===== src/rtl/seq_adder_pkg.sv =====
// Shared definitions for the sliced sequential adder: FSM encoding and a
// constant-evaluable ceiling log2 used to size the slice counter.
package seq_adder_pkg;

  typedef enum logic [1:0] {
    IDLE = 2'd0,
    RUN  = 2'd1,
    DONE = 2'd2
  } state_t;

  function automatic int clog2(input int n);
    int r;
    int v;
    r = 0;
    v = n - 1;
    while (v > 0) begin
      r++;
      v = v >> 1;
    end
    return r;
  endfunction

endpackage


===== src/rtl/seq_adder_slice.sv =====
// Combinational SLICE-bit ripple of full adders; also exposes the carry into
// the top cell so the caller can derive signed overflow.
module slice_adder #(
  parameter int SLICE = 4
) (
  input  logic [SLICE-1:0] a_i,
  input  logic [SLICE-1:0] b_i,
  input  logic             cin_i,
  output logic [SLICE-1:0] s_o,
  output logic             cout_o,
  output logic             c_msb_in_o
);

  logic [SLICE:0] c;

  // NOTE: every variable gets a default before the loop so no latch is inferred.
  always_comb begin
    c    = '0;
    s_o  = '0;
    c[0] = cin_i;
    for (int i = 0; i < SLICE; i++) begin
      s_o[i]   = a_i[i] ^ b_i[i] ^ c[i];
      c[i+1]   = (a_i[i] & b_i[i]) | (c[i] & (a_i[i] ^ b_i[i]));
    end
  end

  assign cout_o     = c[SLICE];
  assign c_msb_in_o = c[SLICE-1];

endmodule


===== src/rtl/seq_adder.sv =====
// Multi-cycle adder/subtractor: one SLICE-bit chunk per clock, carry held in a
// register between chunks, start/busy/done handshake toward the sequencer.
module seq_adder
  import seq_adder_pkg::*;
#(
  parameter int WIDTH = 16,
  parameter int SLICE = 4
) (
  input  logic             clk,
  input  logic             rst,
  input  logic             start,
  input  logic [WIDTH-1:0] input1,
  input  logic [WIDTH-1:0] input2,
  input  logic             carry_in,
  input  logic             sub,
  output logic             busy,
  output logic             done,
  output logic [WIDTH-1:0] sum,
  output logic             carry_out,
  output logic             overflow
);

  localparam int NSLICE = WIDTH / SLICE;
  localparam int CNT_W  = (NSLICE > 1) ? clog2(NSLICE) : 1;

  if ((SLICE < 1) || (SLICE > WIDTH) || (WIDTH % SLICE != 0)) begin : g_bad_param
    $error("seq_adder: SLICE must be in 1..WIDTH and divide WIDTH");
  end

  state_t             state_q;
  logic [WIDTH-1:0]   a_q;
  logic [WIDTH-1:0]   b_q;
  logic               carry_q;
  logic [CNT_W-1:0]   cnt_q;
  logic [WIDTH-1:0]   sum_q;
  logic [WIDTH-1:0]   sum_d;
  logic               cout_q;
  logic               ovf_q;
  logic               busy_q;
  logic               done_q;

  logic [SLICE-1:0]       slice_s;
  logic                   slice_cout;
  logic                   slice_cmsb;
  logic [WIDTH+SLICE-1:0] sum_ext;

  slice_adder #(.SLICE(SLICE)) u_slice (
    .a_i        (a_q[SLICE-1:0]),
    .b_i        (b_q[SLICE-1:0]),
    .cin_i      (carry_q),
    .s_o        (slice_s),
    .cout_o     (slice_cout),
    .c_msb_in_o (slice_cmsb)
  );

  // New slice enters from the top; after NSLICE shifts slice 0 sits at bit 0.
  assign sum_ext = {slice_s, sum_q} >> SLICE;
  assign sum_d   = sum_ext[WIDTH-1:0];

  // NOTE: sequential state uses non-blocking assignments only, so every
  // register samples the pre-edge values regardless of statement order.
  always_ff @(posedge clk) begin
    if (rst) begin
      state_q <= IDLE;
      busy_q  <= 1'b0;
      done_q  <= 1'b0;
      sum_q   <= '0;
      cout_q  <= 1'b0;
      ovf_q   <= 1'b0;
      cnt_q   <= '0;
      a_q     <= '0;
      b_q     <= '0;
      carry_q <= 1'b0;
    end else begin
      case (state_q)
        IDLE: begin
          done_q <= 1'b0;
          if (start) begin
            a_q     <= input1;
            b_q     <= sub ? ~input2 : input2;
            carry_q <= sub | carry_in;
            cnt_q   <= '0;
            busy_q  <= 1'b1;
            state_q <= RUN;
          end
        end
        RUN: begin
          a_q     <= a_q >> SLICE;
          b_q     <= b_q >> SLICE;
          sum_q   <= sum_d;
          carry_q <= slice_cout;
          cnt_q   <= cnt_q + CNT_W'(1);
          if (cnt_q == CNT_W'(NSLICE - 1)) begin
            cout_q  <= slice_cout;
            ovf_q   <= slice_cout ^ slice_cmsb;
            done_q  <= 1'b1;
            state_q <= DONE;
          end
        end
        DONE: begin
          done_q  <= 1'b0;
          busy_q  <= 1'b0;
          state_q <= IDLE;
        end
        default: begin
          done_q  <= 1'b0;
          busy_q  <= 1'b0;
          state_q <= IDLE;
        end
      endcase
    end
  end

  assign busy      = busy_q;
  assign done      = done_q;
  assign sum       = sum_q;
  assign carry_out = cout_q;
  assign overflow  = ovf_q;

endmodule


===== config.mk =====
export PLATFORM = sky130hd
export DESIGN_NAME = seq_adder
export DESIGN_NICKNAME = d
export VERILOG_FILES = /design/src/rtl/seq_adder_pkg.sv /design/src/rtl/seq_adder_slice.sv /design/src/rtl/seq_adder.sv
export SDC_FILE = /design/constraint.sdc
export NUM_CORES = 1
export LEC_CHECK = 0
export CAP_MARGIN = 30
export CORE_UTILIZATION = 44
export DETAILED_ROUTE_END_ITERATION = 10
export GPL_TIMING_DRIVEN = 0
export PLACE_DENSITY = 0.76
export RECOVER_POWER = 100
export SLEW_MARGIN = 20
export SYNTH_ARGS = -nofsm -noshare
export SYNTH_HDL_FRONTEND = slang
export SYNTH_SLANG_ARGS = --single-unit

===== constraint.sdc =====
create_clock -name clk -period 2.15 [get_ports clk]
set_input_delay 0.43 -clock clk [delete_from_list [all_inputs] [get_ports clk]]
set_output_delay 0.43 -clock clk [all_outputs]
set_load 0.01 [all_outputs]

met4.png
(6 px per µm) Supply wires on this layer in gray.
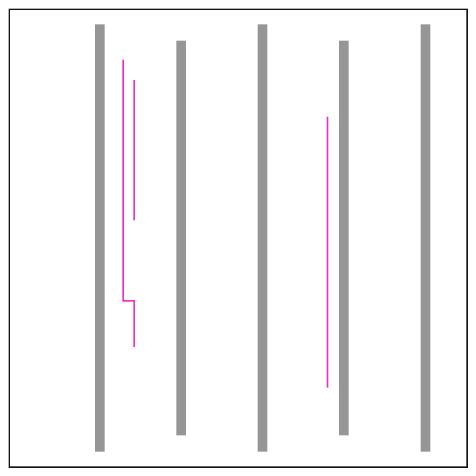
- main direction: vertical
- nets with wire on the layer: 2
- wire length on this layer: 117 µm
- longest straight run: 44.9 µm
- share of all routed wire: 2.3%

registers.png
(6 px per µm) Other sequential cells in the stronger gray, the rest of the logic in the fainter gray.
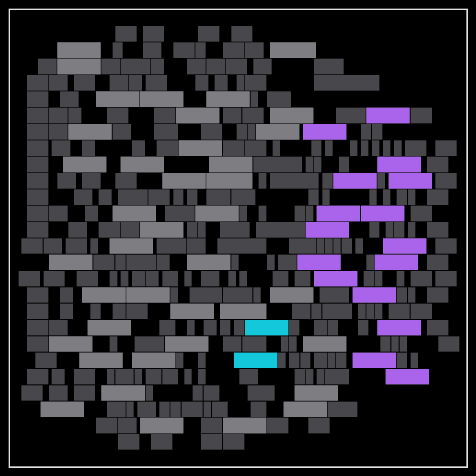
- purple: sum (placed flops 16; where middle right)
- cyan: cnt_q (placed flops 2)
- not colored: 39
share of the final layout cell area in sequential cells: 35.0%
FF+latch area: 1140 µm²
final standard cell utilization of the core: 62.8%
Seq power: 1.18 mW

final_congestion.png
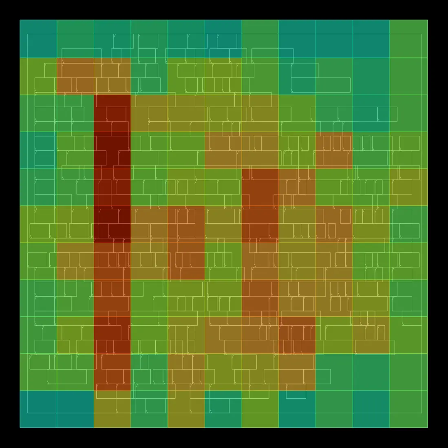
global routing met3 resource utilization: 4.67%
aggregate global-route resource usage: 19.2%

==> CHANGELOG.md <==
### Physical design

- Remaining Overflow, GRT: 0
- Critical path peak fanout: 2
- Number of warnings printed during yosys synthesis: 0
- Depth of the most critical reg-to-reg path: 8
- Top cell category: sequential cells
- Number of remaining DRC errors: 0
- Total of clock buffers placed in the layout: 14
- Path category of the worst min-delay check: flop to flop
- Cell class contributing the biggest share of worst-path delay: adder cells
- Number of synthesized flops with an enable pin: 0
- Portion of netlist area occupied by mux cells: 0.467%
- Worst R2R End: sum[15]
- Number of synthesized register bits: around 57
- Clock group power: around 1 mW
- Fmax: between 400 and 500 MHz
- Number of levels the H-tree was split into: 3
- WHS Endpoint: sum[0]
- Startpoint of the worst register-to-register path: a_q[0]
- Time the worst path needs with I/O delays and setup: 2.12 ns
- Clock edge transition at the registers on the reported setup and hold paths: 0.06 ns
- Tapcell Cnt: 70
- TritonCTS clock tree: built
- Synthesized netlist net count: between 200 and 300
- Leading power group: registers
- Synth area leader: dfxtp_1
- Slew Limit Headroom: between 60 and 70%
- Gr busiest metal: met2
- Switching power: ~0.63 mW
- Comb pwr share: between 15 and 20%
- Endpoint of the worst setup timing path: sum[15]
- Number of ordinary and repair buffers in the finished layout: ~73
- Antenna diode count: 0
- Final non-clock buffer share: 20.0%
- Leading post-synthesis cells by instance count: 57 x dfxtp_1, 32 x nand2_1, 18 x a21oi_1, 17 x a221o_1, 16 x nor2_1
- Total tool warning count: 27
- Registers: 57
- Endpoint arrival time on the critical path: ~2.4 ns
- CTS hold repair buffers: 0
- Cell area after placement: just over 3000 µm²
- Buffer and inverter count on the worst path: 3
- Ordered list of cells on the worst path: fa_2, inv_2, fa_2, inv_2, fa_2, inv_2, fa_2, a211oi_2
- Actual transition at the worst max-transition pin: 0.509 ns
- HPWL after detailed placement: about 3700 µm
- Commonest register cell after synthesis: dfxtp_1
- YS chip area: approximately 2400 µm²
- Hold Path Depth: 2
- XOR/XNOR share of the synthesized area: under 10%
- Antenna viol nets, final: 0
- Top cell area share: between 40% and 50%
- Launching element of the worst setup path: a_q[0]
- Final setup violating endpoints: 0
- Post-layout instance area: ~3300 µm²
- Placed instance count: 373
- Layout multi-input combinational cell count: 163
- Most frequent cells in the layout: 54 x dfxtp_1, 54 x clkdlybuf4s50_1, 32 x nand2_1
- Category of the worst setup path launch point: flop
- Global-route wire length before repair: 8660 µm
- Clock-cell share of area: between 6 and 7%
- Result of the run: completed
- Max Buffers Root-to-Sink: 2
- Delay of the slowest cell on the worst path: 0.43 ns
- Chip footprint: 5790 µm²
- DR iter-0 viols: roughly 81
met1.png
(8 px per µm) Supply wires on this layer in gray. Cells faint in the background.
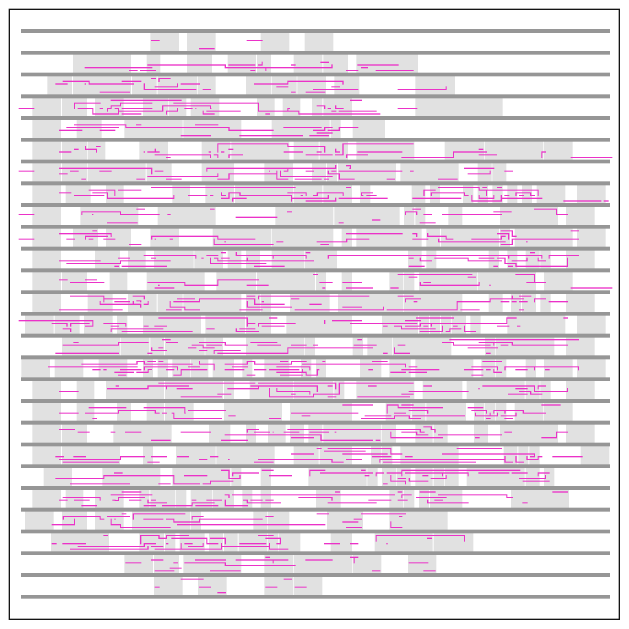
- main direction: horizontal
- wire length on this layer: 2280 µm
- longest straight run: 26.7 µm
- share of all routed wire: 45%
- nets with wire on the layer: 310

metal_stack.png
(6 px per µm) Two of the layers only.
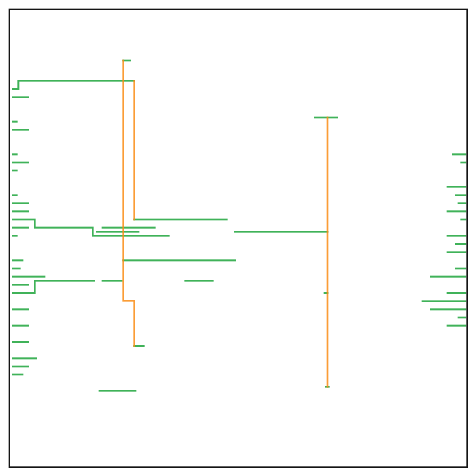
- orange: met4 (wire length 117 µm)
- green: met3 (wire length 244 µm)
detail-routed net length per standard cell: 13.0 µm
total via count in the routed design: 1979
total length of routed wires: 5070 µm

No activity file was given, so power comes from the tool's default toggle rates.
